<file path="src/rtl/vreg_pkg.sv">
// Shared types and helpers for the vector register file.
package vreg_pkg;

   typedef enum logic {CLEAR, IDLE} state_t;

   localparam int LANE_W = 8;
   localparam int AW     = 5;

   // One byte lane of a masked write; the storage write and the bypass both use it.
   function automatic logic [LANE_W-1:0] lane_merge(input logic [LANE_W-1:0] old_v,
                                                    input logic [LANE_W-1:0] new_v,
                                                    input logic              mask);
      return mask ? new_v : old_v;
   endfunction

endpackage

</file>
<file path="src/rtl/vreg_file_if.sv">
// Decode/writeback bundle of the vector register file.
interface vreg_file_if import vreg_pkg::*; #(
   parameter int WIDTH = 256,
   parameter int NREAD = 2
);
   localparam int NLANE = WIDTH / LANE_W;

   logic [NREAD-1:0][AW-1:0]    RA;
   logic [NREAD-1:0][WIDTH-1:0] RD;
   logic [AW-1:0]               A3;
   logic [WIDTH-1:0]            WB;
   logic                        WE;
   logic [NLANE-1:0]            WMASK;
   logic                        CLR;
   logic                        READY;

   modport master (output RA, A3, WB, WE, WMASK, CLR, input RD, READY);
   modport slave  (input RA, A3, WB, WE, WMASK, CLR, output RD, READY);
endinterface

</file>
<file path="src/rtl/vreg_rdport.sv">
// One registered read port: range check, write bypass and lane merge.
module vreg_rdport import vreg_pkg::*; #(
   parameter int WIDTH = 256,
   parameter int DEPTH = 4
) (
   input  logic                        CLK,
   input  logic                        RST,
   input  logic                        zero,
   input  logic [DEPTH-1:0][WIDTH-1:0] mem,
   input  logic [AW-1:0]               ra,
   input  logic                        we,
   input  logic [AW-1:0]               a3,
   input  logic [WIDTH-1:0]            wb,
   input  logic [WIDTH/LANE_W-1:0]     wmask,
   output logic [WIDTH-1:0]            rd
);
   localparam int            NLANE   = WIDTH / LANE_W;
   localparam int            IW      = $clog2(DEPTH);
   localparam logic [AW:0]   DEPTH_C = (AW+1)'(DEPTH);

   logic             in_range;
   logic             hit;
   logic [WIDTH-1:0] old_w;
   logic [WIDTH-1:0] rd_nx;

   // we is already qualified by the top, so a hit implies a valid address.
   always_comb begin
      in_range = ({1'b0, ra} < DEPTH_C);
      hit      = we && (a3 == ra);
      old_w    = in_range ? mem[ra[IW-1:0]] : '0;
      rd_nx    = old_w;
      if (hit) begin
         for (int i = 0; i < NLANE; i++) begin
            rd_nx[i*LANE_W +: LANE_W] = lane_merge(old_w[i*LANE_W +: LANE_W],
                                                   wb[i*LANE_W +: LANE_W], wmask[i]);
         end
      end
      if (zero || !in_range) rd_nx = '0;
   end

   always_ff @(posedge CLK) begin
      if (!RST) rd <= '0;
      else      rd <= rd_nx;
   end
endmodule

</file>
<file path="src/rtl/vreg_file.sv">
// Vector register file with byte-masked writes, read bypass and a sequenced clear sweep.
//  state | meaning
//  CLEAR | writing reset image into entry[idx], one entry per cycle; RD forced 0
//  IDLE  | normal reads/writes, READY high
module vreg_file import vreg_pkg::*; #(
   parameter int               WIDTH = 256,
   parameter int               DEPTH = 4,
   parameter int               NREAD = 2,
   parameter logic [WIDTH-1:0] INIT0 = 256'h4142434445464748494a4b4c4d4e4f50
) (
   input logic        CLK,
   input logic        RST,
   vreg_file_if.slave bus
);
   localparam int            NLANE   = WIDTH / LANE_W;
   localparam int            IW      = $clog2(DEPTH);
   localparam logic [IW-1:0] LAST    = IW'(DEPTH - 1);
   localparam logic [AW:0]   DEPTH_C = (AW+1)'(DEPTH);

   state_t                      state, state_nx;
   logic [IW-1:0]               idx, idx_nx;
   logic [DEPTH-1:0][WIDTH-1:0] mem;
   logic                        sweep_we;
   logic                        wr_en;
   logic                        rd_zero;
   logic [IW-1:0]               a3_i;
   logic [WIDTH-1:0]            wr_word;

   always_ff @(posedge CLK) begin
      if (!RST) begin
         state <= CLEAR;
         idx   <= '0;
      end else begin
         state <= state_nx;
         idx   <= idx_nx;
      end
   end

   always_comb begin
      state_nx = state;
      idx_nx   = idx;
      sweep_we = 1'b0;
      case (state)
         CLEAR: begin
            sweep_we = 1'b1;
            if (idx == LAST) begin
               state_nx = IDLE;
               idx_nx   = '0;
            end else begin
               idx_nx = idx + 1'b1;
            end
         end
         IDLE: begin
            if (bus.CLR) begin
               state_nx = CLEAR;
               idx_nx   = '0;
            end
         end
         default: state_nx = CLEAR;
      endcase
   end

   // A CLR in IDLE drops the same-cycle write and blanks the same-cycle reads.
   assign wr_en   = (state == IDLE) && !bus.CLR && bus.WE && ({1'b0, bus.A3} < DEPTH_C);
   assign rd_zero = (state == CLEAR) || bus.CLR;
   assign a3_i    = bus.A3[IW-1:0];

   always_comb begin
      wr_word = mem[a3_i];
      for (int i = 0; i < NLANE; i++) begin
         wr_word[i*LANE_W +: LANE_W] = lane_merge(mem[a3_i][i*LANE_W +: LANE_W],
                                                  bus.WB[i*LANE_W +: LANE_W], bus.WMASK[i]);
      end
   end

   always_ff @(posedge CLK) begin
      if (RST) begin
         if (sweep_we)   mem[idx]  <= (idx == '0) ? INIT0 : '0;
         else if (wr_en) mem[a3_i] <= wr_word;
      end
   end

   assign bus.READY = (state == IDLE);

   for (genvar p = 0; p < NREAD; p++) begin : g_rd
      vreg_rdport #(.WIDTH(WIDTH), .DEPTH(DEPTH)) u_rd (
         .CLK   (CLK),
         .RST   (RST),
         .zero  (rd_zero),
         .mem   (mem),
         .ra    (bus.RA[p]),
         .we    (wr_en),
         .a3    (bus.A3),
         .wb    (bus.WB),
         .wmask (bus.WMASK),
         .rd    (bus.RD[p])
      );
   end
endmodule

</file>
<file path="src/flat_wrapper.sv">
// flat-port wrapper written by rule: the top's interface ports become plain ports
module vreg_file_flat import vreg_pkg::*;
#(
   parameter int               WIDTH = 256,
   parameter int               DEPTH = 4,
   parameter int               NREAD = 2,
   parameter logic [WIDTH-1:0] INIT0 = 256'h4142434445464748494a4b4c4d4e4f50
)
  (CLK, RST, bus_RA, bus_A3, bus_WB, bus_WE, bus_WMASK, bus_CLR, bus_RD, bus_READY);
  vreg_file_if #(.WIDTH(WIDTH), .NREAD(NREAD)) bus_i ();
  input logic CLK;
  input logic RST;
  input wire logic [$bits(bus_i.RA)-1:0] bus_RA;
  input wire logic [$bits(bus_i.A3)-1:0] bus_A3;
  input wire logic [$bits(bus_i.WB)-1:0] bus_WB;
  input wire logic [$bits(bus_i.WE)-1:0] bus_WE;
  input wire logic [$bits(bus_i.WMASK)-1:0] bus_WMASK;
  input wire logic [$bits(bus_i.CLR)-1:0] bus_CLR;
  output wire logic [$bits(bus_i.RD)-1:0] bus_RD;
  output wire logic [$bits(bus_i.READY)-1:0] bus_READY;
  assign bus_i.RA = bus_RA;
  assign bus_i.A3 = bus_A3;
  assign bus_i.WB = bus_WB;
  assign bus_i.WE = bus_WE;
  assign bus_i.WMASK = bus_WMASK;
  assign bus_i.CLR = bus_CLR;
  assign bus_RD = bus_i.RD;
  assign bus_READY = bus_i.READY;
  vreg_file #(.WIDTH(WIDTH), .DEPTH(DEPTH), .NREAD(NREAD), .INIT0(INIT0)) u_core (.CLK(CLK), .RST(RST), .bus(bus_i));
endmodule
</file>
<file path="config.mk">
export PLATFORM = sky130hd
export DESIGN_NAME = vreg_file_flat
export DESIGN_NICKNAME = d
export VERILOG_FILES = /design/src/rtl/vreg_pkg.sv /design/src/rtl/vreg_file_if.sv /design/src/rtl/vreg_rdport.sv /design/src/rtl/vreg_file.sv /design/src/flat_wrapper.sv
export SDC_FILE = /design/constraint.sdc
export NUM_CORES = 2
export LEC_CHECK = 0
export ABC_AREA = 1
export CELL_PAD_IN_SITES_DETAIL_PLACEMENT = 0
export CELL_PAD_IN_SITES_GLOBAL_PLACEMENT = 1
export CORE_MARGIN = 4
export CORE_UTILIZATION = 25
export DETAILED_ROUTE_END_ITERATION = 10
export PLACE_DENSITY_LB_ADDON = 0.08
export RECOVER_POWER = 25
export SYNTH_ARGS = -nofsm -noshare
export SYNTH_HDL_FRONTEND = slang
export SYNTH_SLANG_ARGS = --single-unit
</file>
<file path="constraint.sdc">
create_clock -name CLK -period 23.5 [get_ports CLK]
set_input_delay 3.525 -clock CLK [delete_from_list [all_inputs] [get_ports CLK]]
set_output_delay 3.525 -clock CLK [all_outputs]
set_load 0.05 [all_outputs]
</file>
Figure 1. Metal layers overlaid.
Scale: 1 px per um.
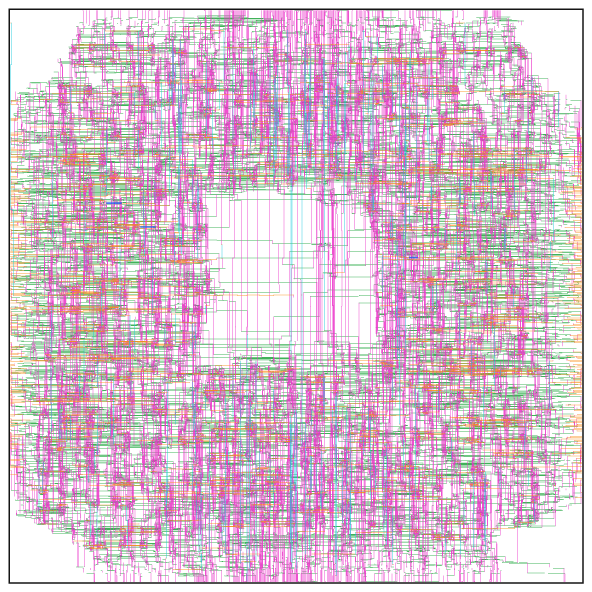
Key: blue = M5 [wire length 35.0 um]; cyan = M4 [wire length 14,200 um]; magenta = M2 [wire length 190 mm]; green = M1 [wire length 176 mm]; orange = M3 [wire length 29.0 mm]
average routed wire per standard cell: 27.5 um
final wirelength: 408 mm

Figure 2. Wires at chosen ports, followed through buffers.
Scale: 1 px per um.
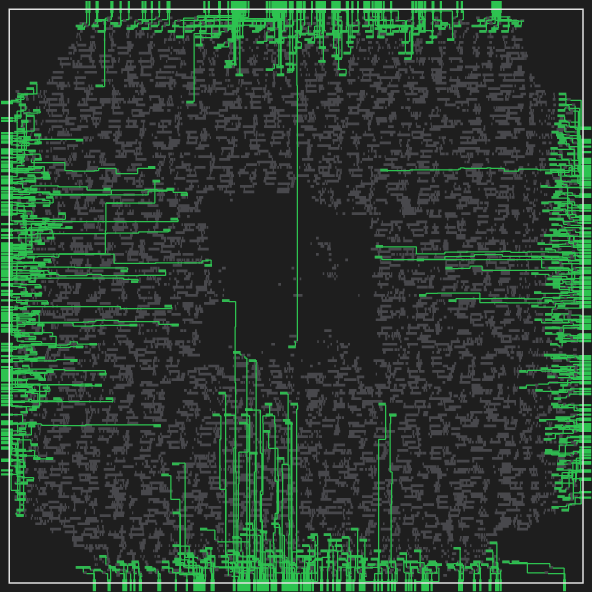
Key: green = bus_RD [bits 512, direction output, edge 136 right, 131 left, 130 bottom, 115 top, end cells 512, buffers 512, wire 25.2 mm]
count of input and output buffers: 819
Top Ports: 820

==> flow_summary.toml <==
# implementation run metrics
[global_route]
grtUsageTotal = 0.238
overflow = 0

[critical_path]
regToRegEndpoint = "u_core.g_rd[0].u_rd.rd[218]$_SDFF_PP0_"
reg2reg_slack_ns = 13.56
r2r.worst_path.cells = 7
critical_path_s_top_delay_family = "buffers and inverters"
endpoint_kind = "flop"
timing.critical_path.buf_inv = 4
setup.worst_path.class = "in2reg"

[status]
failed_checks = "capacitance limit, slew limit"
result_of_the_run = "finished, violations left"

[logic_synthesis]
synth-seq-cells = 1539
flop_cell = "sky130_fd_sc_hd__edfxtp_1"
mean_area_per_synthesized_cell_sq_um = 7.84

[detailed_routing]
detail_route.iter0.violations = 7471

[final_layout]
layout.area.comb_sq_um = 34900
fill_cells = 33400

[clocking]
h-tree-depth = 4
postCtsSetupBuffers = 0

[die]
coreArea_sq_um = 316000

[sta]
finalMaxSlewViolations = 802
max_freq_mhz = 62.7
fin_setup_tns_ns = 0
setup_repair_after_global_routing_missed_its_margin = "no"

[min_path]
hold_path_class = "reg2reg"

[run]
max-cap-violations = 15

[placed_design]
post-place-cells = 14500
Figure 3. Register map, names as in the netlist.
Scale: 1 px per um. Other sequential cells in the stronger gray, the rest of the logic in the fainter gray.
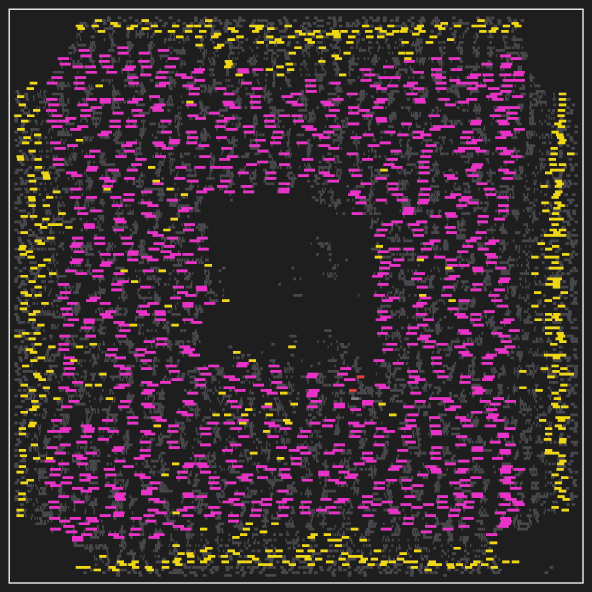
Key: red = u_core.idx [sequential cells 2]; magenta = u_core.mem [sequential cells 1,024, where all over the die]; yellow = u_core.g_rd.u_rd.rd [sequential cells 512, where all over the die]
Another 1 sequential cells are not colored.
final core utilization: 0.309
power dissipated in sequential cells: 3070 uW
flip-flop and latch share of the layout cell area: 0.420
Sequential cell area: 41,100 sq um

-- where the power goes --
| part | internal [uW] | leakage (uW) | total [uW] | switching (uW) |
|---|---|---|---|---|
| Clock | 1870 | 0.00334 | 3180 | 1310 |
| Combinational | 251 | 0.0213 | 882 | 631 |
| Sequential | 3000 | 0.0138 | 3070 | 71.5 |
| Total | 5130 | 0.0385 | 7140 | 2020 |
-- synthesized netlist by cell type, types with 90 or more instances --
cell type	number	area (sq um)
sky130_fd_sc_hd__o21ai_0	1120	5610
sky130_fd_sc_hd__dfxtp_1	515	10300
sky130_fd_sc_hd__inv_1	90	338
sky130_fd_sc_hd__edfxtp_1	1024	30700
sky130_fd_sc_hd__buf_2	152	761
sky130_fd_sc_hd__o22ai_1	236	1480
sky130_fd_sc_hd__clkbuf_1	603	2260
sky130_fd_sc_hd__nand2_1	2242	8420
sky130_fd_sc_hd__o22a_1	447	3920
sky130_fd_sc_hd__nand3_1	695	3480
sky130_fd_sc_hd__a21oi_1	214	1070
sky130_fd_sc_hd__nor2_1	2701	10100
-- worst min-delay path by stage --
stage,end,slack (ns),cells after the start
after floorplan,u_core.idx[0]$_SDFFE_PN0P_,0.48,1
after global placement,u_core.idx[0]$_SDFFE_PN0P_,0.50,1
after detailed placement,u_core.idx[0]$_SDFFE_PN0P_,0.50,1
after CTS,u_core.idx[0]$_SDFFE_PN0P_,0.52,1
after global routing,u_core.idx[0]$_SDFFE_PN0P_,0.53,1
final,u_core.idx[0]$_SDFFE_PN0P_,0.52,1
-- area by class of cell --
type                    count  share of cell area
diodes                     23            0.000589
clock buffers             279              0.0589
clock inverters           100             0.00991
inverters                 100             0.00432
multi-input cells        7719               0.357
flip-flops and latches   1539               0.420
well taps                4160              0.0533
repair buffers            952              0.0955
-- cells by family after synthesis --
kind of cell / count (synthesis) / synth area share
and+or+nand+nor: 5690 / 0.286
AOI/OAI and AO/OA: 2024 / 0.152
DFF: 1539 / 0.516
buffers and inverters: 899 / 0.0453
adders and majority gates: 4 / 0.000629
xor gates and xnor gates: 1 / 0.000110
-- per-stage QoR --
stage / instance area (sq um) / worst slack, ns / util
2_1_floorplan: 79600 / 5.82 / -
3_3_place_gp: 91200 / 13.65 / 0.289
3_5_place_dp: 91200 / 13.59 / 0.289
4_1_cts: 97900 / 14.54 / 0.310
5_1_grt: 97700 / 7.22 / 0.309
6_report: 97700 / 7.55 / 0.309
-- sequential cells by signal, summed over array words and instances (netlist names) --
| name | cells |
|---|---|
| u_core.bus.READY | 1 |
| u_core.g_rd.u_rd.rd | 512 |
| u_core.idx | 2 |
| u_core.mem | 1024 |
-- routing by layer --
layer  routed length, um  share of wire  vias up  global-route usage
met3               29000          0.071      662              0.0396
met4               14200          0.035        6              0.0865
met5                  34       0.000083        -                   0
li1                    -              -    35100                   -
met2              190000           0.46     3525               0.391
met1              176000           0.43    38100               0.315
Power figures rest on the tool's default switching activity, not on a simulated workload.
